## src/rtl/ccd_seq_pkg.sv

```systemverilog
// ---------------------------------------------------------------------------
// ccd_seq_pkg
// Shared types and constants for the CCD capture sequencer:
//   fsm_state_t      sequencer FSM states
//   ERR_*            2-bit error codes reported on ERR_CODE
//   SEQ_*            FT4052C timing-generator state encodings (SEQ_STATE)
//   end_timeout_us   integration + margin, saturated to 33 bits
// ---------------------------------------------------------------------------
package ccd_seq_pkg;

    typedef enum logic [2:0] {
        S_IDLE       = 3'd0,
        S_ARM        = 3'd1,
        S_WAIT_START = 3'd2,
        S_WAIT_END   = 3'd3,
        S_GAP        = 3'd4,
        S_FINISH     = 3'd5
    } fsm_state_t;

    localparam logic [1:0] ERR_NONE     = 2'b00;
    localparam logic [1:0] ERR_BAD_CMD  = 2'b01;
    localparam logic [1:0] ERR_START_TO = 2'b10;
    localparam logic [1:0] ERR_END_TO   = 2'b11;

    localparam logic [2:0] SEQ_IDLE        = 3'd0;
    localparam logic [2:0] SEQ_SHUTTER_ON  = 3'd1;
    localparam logic [2:0] SEQ_RESET       = 3'd2;
    localparam logic [2:0] SEQ_INTEG       = 3'd3;
    localparam logic [2:0] SEQ_SHUTTER_OFF = 3'd4;
    localparam logic [2:0] SEQ_READOUT     = 3'd5;

    // Per-frame end timeout in microseconds. The sum is formed one bit wider
    // than the timer so a large margin clamps to the longest timeout instead
    // of wrapping to a short one.
    function automatic logic [32:0] end_timeout_us(input logic [31:0] integ,
                                                   input logic [32:0] margin);
        logic [33:0] sum;
        sum = {2'b00, integ} + {1'b0, margin};
        return sum[33] ? {33{1'b1}} : sum[32:0];
    endfunction

endpackage

```

## src/rtl/ccd_us_timer.sv

```systemverilog
// ---------------------------------------------------------------------------
// ccd_us_timer
// Microsecond down-counter with a CLKS_PER_US clock prescaler.
//   CLK      in   clock
//   reset    in   synchronous, active-low
//   load     in   load load_us and restart the prescaler
//   load_us  in   33-bit duration in microseconds
//   run      in   count while high
//   expired  out  microsecond count has reached zero
// A load of N us with run held high raises expired after N*CLKS_PER_US
// cycles; a load of 0 is expired immediately.
// ---------------------------------------------------------------------------
module ccd_us_timer #(
    parameter int unsigned CLKS_PER_US = 48
) (
    input  logic        CLK,
    input  logic        reset,
    input  logic        load,
    input  logic [32:0] load_us,
    input  logic        run,
    output logic        expired
);

    localparam int PW = (CLKS_PER_US > 1) ? $clog2(CLKS_PER_US) : 1;
    localparam logic [PW-1:0] PRE_LAST = PW'(CLKS_PER_US - 1);

    logic [PW-1:0] pre;
    logic [32:0]   us_cnt;

    always_ff @(posedge CLK) begin
        if (!reset) begin
            pre    <= '0;
            us_cnt <= '0;
        end else if (load) begin
            pre    <= '0;
            us_cnt <= load_us;
        end else if (run && (us_cnt != '0)) begin
            if (pre == PRE_LAST) begin
                pre    <= '0;
                us_cnt <= us_cnt - 33'd1;
            end else begin
                pre <= pre + 1'b1;
            end
        end
    end

    assign expired = (us_cnt == '0);

endmodule

```

## src/rtl/ccd_capture_sequencer.sv

```systemverilog
// ---------------------------------------------------------------------------
// ccd_capture_sequencer
// Frame-burst scheduler in front of the FT4052C CCD timing generator.
// Takes one host command (integration us, frame count, inter-frame gap us),
// triggers the generator once per frame, follows SEQ_STATE to find frame
// start/end, and reports per-frame and per-burst completion.
//   CLK, reset                       clock, synchronous active-low reset
//   CMD_VALID/CMD_READY              command handshake
//   CMD_INTEGRATION/FRAMES/GAP       command fields
//   ABORT                            stop burst after the current frame
//   SEQ_STATE                        generator state (0 = idle)
//   TRIGGER, INTEGRATION             generator controls
//   BUSY, FRAME_DONE, FRAME_INDEX    burst progress
//   SEQ_DONE, SEQ_ABORTED            burst completion
//   ERROR, ERR_CODE                  sticky error until next accept
// ---------------------------------------------------------------------------
module ccd_capture_sequencer
    import ccd_seq_pkg::*;
#(
    parameter int unsigned CLKS_PER_US   = 48,
    parameter int unsigned START_TIMEOUT = 16,
    parameter int unsigned END_MARGIN_US = 4000000
) (
    input  logic        CLK,
    input  logic        reset,
    input  logic        CMD_VALID,
    output logic        CMD_READY,
    input  logic [31:0] CMD_INTEGRATION,
    input  logic [15:0] CMD_FRAMES,
    input  logic [31:0] CMD_GAP,
    input  logic        ABORT,
    input  logic [2:0]  SEQ_STATE,
    output logic        TRIGGER,
    output logic [31:0] INTEGRATION,
    output logic        BUSY,
    output logic        FRAME_DONE,
    output logic [15:0] FRAME_INDEX,
    output logic        SEQ_DONE,
    output logic        SEQ_ABORTED,
    output logic        ERROR,
    output logic [1:0]  ERR_CODE
);

    localparam int SCW = $clog2(START_TIMEOUT + 1);
    localparam logic [SCW-1:0] START_LAST = SCW'(START_TIMEOUT - 1);

    fsm_state_t state, next_state;

    logic [15:0]    frames_r;
    logic [31:0]    gap_r;
    logic           abort_pending;
    logic           aborted_r;
    logic [SCW-1:0] start_cnt;

    logic        accept;
    logic        seq_idle;
    logic        frame_end;
    logic        last_frame;
    logic        start_expired;
    logic        abort_exit;
    logic        tmr_load;
    logic        tmr_run;
    logic [32:0] tmr_value;
    logic        tmr_expired;

    assign seq_idle      = (SEQ_STATE == SEQ_IDLE);
    assign accept        = CMD_VALID && CMD_READY;
    assign frame_end     = (state == S_WAIT_END) && seq_idle;
    assign last_frame    = ((FRAME_INDEX + 16'd1) == frames_r);
    assign start_expired = (start_cnt == START_LAST);

    // Burst ends early because of ABORT only when a frame boundary is reached
    // with frames still outstanding; an abort landing on the final frame is a
    // normal completion.
    assign abort_exit = abort_pending &&
                        ((frame_end && !last_frame) || (state == S_GAP));

    // ---------------- state register ----------------
    always_ff @(posedge CLK) begin
        if (!reset) state <= S_IDLE;
        else        state <= next_state;
    end

    // ---------------- next-state logic ----------------
    always_comb begin
        next_state = state;
        case (state)
            S_IDLE: begin
                if (accept && (CMD_FRAMES != 16'd0)) next_state = S_ARM;
            end
            S_ARM: begin
                if (seq_idle) next_state = S_WAIT_START;
            end
            S_WAIT_START: begin
                if (!seq_idle)          next_state = S_WAIT_END;
                else if (start_expired) next_state = S_FINISH;
            end
            S_WAIT_END: begin
                // Frame end wins over a timeout landing in the same cycle.
                if (seq_idle) begin
                    if (last_frame || abort_pending) next_state = S_FINISH;
                    else if (gap_r == 32'd0)         next_state = S_ARM;
                    else                             next_state = S_GAP;
                end else if (tmr_expired) begin
                    next_state = S_FINISH;
                end
            end
            S_GAP: begin
                if (abort_pending)    next_state = S_FINISH;
                else if (tmr_expired) next_state = S_ARM;
            end
            S_FINISH: next_state = S_IDLE;
            default:  next_state = S_IDLE;
        endcase
    end

    // ---------------- outputs ----------------
    // READY also waits for the generator: after a timeout or a reset in the
    // middle of a frame the generator may still be running.
    always_comb begin
        CMD_READY   = (state == S_IDLE) && seq_idle;
        TRIGGER     = (state == S_ARM) && seq_idle;
        BUSY        = (state != S_IDLE);
        SEQ_DONE    = (state == S_FINISH);
        SEQ_ABORTED = (state == S_FINISH) && aborted_r;
    end

    // ---------------- shared us timer ----------------
    // WAIT_END and GAP never overlap, so one timer serves both; it is loaded
    // on the transition into either state.
    assign tmr_load  = ((state == S_WAIT_START) && (next_state == S_WAIT_END)) ||
                       ((state == S_WAIT_END)   && (next_state == S_GAP));
    assign tmr_value = (state == S_WAIT_END) ? {1'b0, gap_r}
                                             : end_timeout_us(INTEGRATION, 33'(END_MARGIN_US));
    assign tmr_run   = (state == S_WAIT_END) || (state == S_GAP);

    ccd_us_timer #(
        .CLKS_PER_US (CLKS_PER_US)
    ) u_timer (
        .CLK     (CLK),
        .reset   (reset),
        .load    (tmr_load),
        .load_us (tmr_value),
        .run     (tmr_run),
        .expired (tmr_expired)
    );

    // ---------------- datapath ----------------
    always_ff @(posedge CLK) begin
        if (!reset) begin
            INTEGRATION   <= '0;
            frames_r      <= '0;
            gap_r         <= '0;
            FRAME_INDEX   <= '0;
            FRAME_DONE    <= 1'b0;
            abort_pending <= 1'b0;
            aborted_r     <= 1'b0;
            ERROR         <= 1'b0;
            ERR_CODE      <= ERR_NONE;
            start_cnt     <= '0;
        end else begin
            // Registered so FRAME_DONE and the new FRAME_INDEX appear together.
            FRAME_DONE <= frame_end;
            aborted_r  <= (next_state == S_FINISH) && abort_exit;

            if (state == S_WAIT_START) start_cnt <= start_cnt + 1'b1;
            else                       start_cnt <= '0;

            if (accept) begin
                INTEGRATION   <= CMD_INTEGRATION;
                frames_r      <= CMD_FRAMES;
                gap_r         <= CMD_GAP;
                FRAME_INDEX   <= '0;
                abort_pending <= 1'b0;
                ERROR         <= (CMD_FRAMES == 16'd0);
                ERR_CODE      <= (CMD_FRAMES == 16'd0) ? ERR_BAD_CMD : ERR_NONE;
            end else begin
                if (state == S_FINISH)    abort_pending <= 1'b0;
                else if (BUSY && ABORT)   abort_pending <= 1'b1;

                if (frame_end) FRAME_INDEX <= FRAME_INDEX + 16'd1;

                if ((state == S_WAIT_START) && (next_state == S_FINISH)) begin
                    ERROR    <= 1'b1;
                    ERR_CODE <= ERR_START_TO;
                end
                if ((state == S_WAIT_END) && !seq_idle && (next_state == S_FINISH)) begin
                    ERROR    <= 1'b1;
                    ERR_CODE <= ERR_END_TO;
                end
            end
        end
    end

endmodule

```

## config.mk

```make
export PLATFORM = sky130hd
export DESIGN_NAME = ccd_capture_sequencer
export DESIGN_NICKNAME = d
export VERILOG_FILES = /design/src/rtl/ccd_seq_pkg.sv /design/src/rtl/ccd_us_timer.sv /design/src/rtl/ccd_capture_sequencer.sv
export SDC_FILE = /design/constraint.sdc
export NUM_CORES = 1
export LEC_CHECK = 0
export CAP_MARGIN = 20
export CORE_MARGIN = 1.5
export CORE_UTILIZATION = 50
export CTS_BUF_LIST = sky130_fd_sc_hd__clkbuf_8
export DETAILED_ROUTE_END_ITERATION = 16
export GPL_ROUTABILITY_DRIVEN = 0
export HOLD_SLACK_MARGIN = 0.12
export PLACE_DENSITY = 0.79
export RECOVER_POWER = 25
export SYNTH_ARGS = -nofsm -noshare
export SYNTH_HDL_FRONTEND = slang
export SYNTH_SLANG_ARGS = --single-unit
```

## constraint.sdc

```tcl
create_clock -name CLK -period 2.7 [get_ports CLK]
set_input_delay 0.405 -clock CLK [delete_from_list [all_inputs] [get_ports CLK]]
set_output_delay 0.405 -clock CLK [all_outputs]
set_load 0.02 [all_outputs]
```

==> results.yml <==
# implementation run metrics
final_layout:
  lay_top_cells: "282 x nand2_1, 143 x dfxtp_1, 123 x clkdlybuf4s50_1"
  n_all_buffers: 193
  final-clk-cell-share: 0.0446
  fin_cells: 1411
  seqAreaFraction: 0.283
  largest_reg_flops: 33
  mi_logic_area_mm2: 0.00492
  n_antenna_cell: 0
  final_common_cell: "nand2_1"
  reg_top3: "u_timer.us_cnt x33, INTEGRATION x32, gap_r x32"
  drive_gt1_frac: 0.0987
  fin_area_mm2: 0.0106
  inv_count: 7
  syn_to_final_growth_pct: 30.0
logic_synthesis:
  yosysMostFrequentCell: "nand2_1"
  mux_share: 0.0434
  synth_cell_types: 64
  synth-edff-count: 0
  syn-mean-instance-area_um2: 7.84
  ys_seq_elements: 149
  synth_area_mm2: 0.00812
  ys_cells: 1036
  syn-num-nets: 1129
grt:
  antenna_found_initial: 0
  grt_max_degree: 82
  grt_pass1_vias: 7118
  met2_usage: 0.413
  met3_usage: 0.0501
final_timing:
  tns_ns: -0.00506
  layout_setup_ws_ns: -0.00506
  setup_viol: 1
  maxSlewViolCount: 0
  rsz0062_at_grt: "true"
  skew_ns: 0.00912
clock_network:
  cts_setup_buffers: 3
  cts_buffers: 17
  cts_tree: "yes"
  cts.htree.levels: 4
  clockBufferDepth: 2
floorplanning:
  taps: 216
  fp_util: 0.511
critical_path:
  worstSetupPathType: "flip-flop to flip-flop"
  cp_cell_sequence: "inv_4 > ha_4 > or4b_4 > or3_4 > nor3_4 > a21oi_1 > and4bb_1 > a32o_2 > buf_12 > mux2i_1"
  rr_worst_depth: 10
  regToRegSetupSlack_ns: -0.005
  crit_slowest_cell: "or4b_4"
  startpoint: "u_timer.us_cnt[0]"
  crit_family: "simple AND/OR/NAND/NOR gates"
  crit_path_start_kind: "flip-flop"
  critical_path_depth: 10
  arrival_ns: 3.08
  endpoint: "u_timer.us_cnt[5]"
  critPathMaxFanout: 9
detailed_routing:
  drtPass1Iterations: 5
  drt-vias-per-instance: 5.51
  wl_met3_um: 1190
  drc: 0
  top_layer: "met4"
  initialDrtViolationCount: 535
min_path:
  min_from: "start_cnt[0]"
  hp-class: "flip-flop to flip-flop"
status:
  violations: "negative setup slack"
  status: "finished, violations left"
job:
  warnings: 27
  maxCapViolCount: 0
pwr:
  power_mw: 4.64
  comb_power_uw: 377
  power_frac_clock: 0.433
  p_switching_mw: 1.02
  pwr-share-comb: 0.081
  p_int_mw: 3.62
  p_clk_mw: 2.01
  maxPowerGroup: "sequential cells"
place:
  placed_area_mm2: 0.00991
final_congestion.png
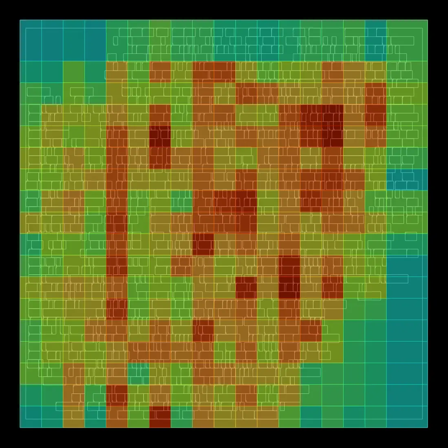
fin util: 0.664
gr busiest metal: met2
routed len/inst: 15.1 µm
Total GRT Usage: 0.250
global-route met1 utilization: 0.334

pdn.png
Bar = 50 µm. Pins as bars on the die edge.
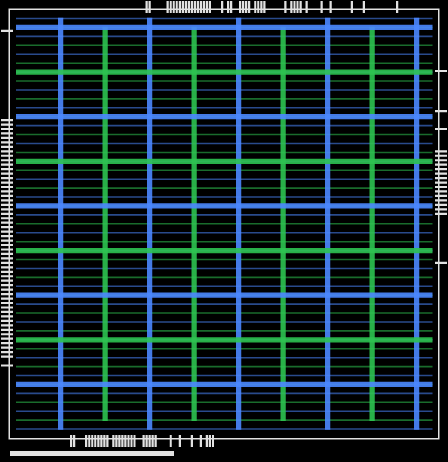
- VDD: green
- VSS: blue
- met5 straps: 9
- met4 straps: 9
- met1 rails: 47
- rows: 46
DIE HEIGHT: 130 µm
maximum vdd drop: 0.296 mV
Core Area: 0.0159 mm²
Die Width: 130 µm

cell_classes.png
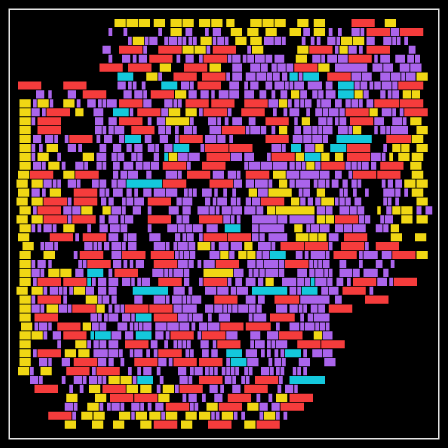
- clock drivers and dummy loads: cyan (cells 32)
- other buffers and delay cells: yellow (cells 193)
- all other logic: purple (cells 821)
- flops: red (cells 149)

port_nets.png
Bar = 50 µm.
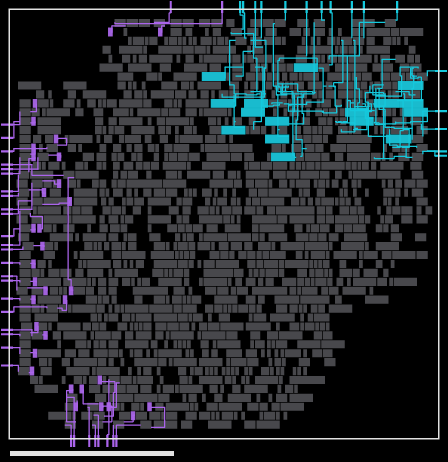
- `CMD_INTEGRATION`: purple (direction input; end cells 32; buffers 32; wire 512 µm)
- `FRAME_INDEX`: cyan (direction output; end cells 16; buffers 24; wire 987 µm)
IO Port Bufs: 143
I/O Pins: 144

density.png
Bar = 50 µm. The die is cut into 13 by 13 equal tiles; black is low, pale yellow is high, 0 to 100% covered.
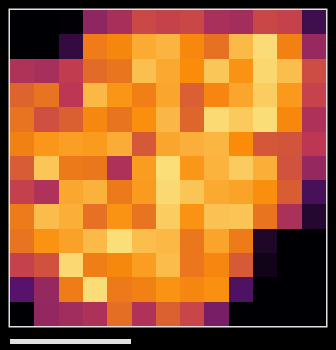
- fullest tile: 93%
- tiles over 75% full: 37%
- densest ninth of the die: centre
- mean over tiles: 60%
- emptiest ninth of the die: south-east

Power and IR drop assume default switching activity.
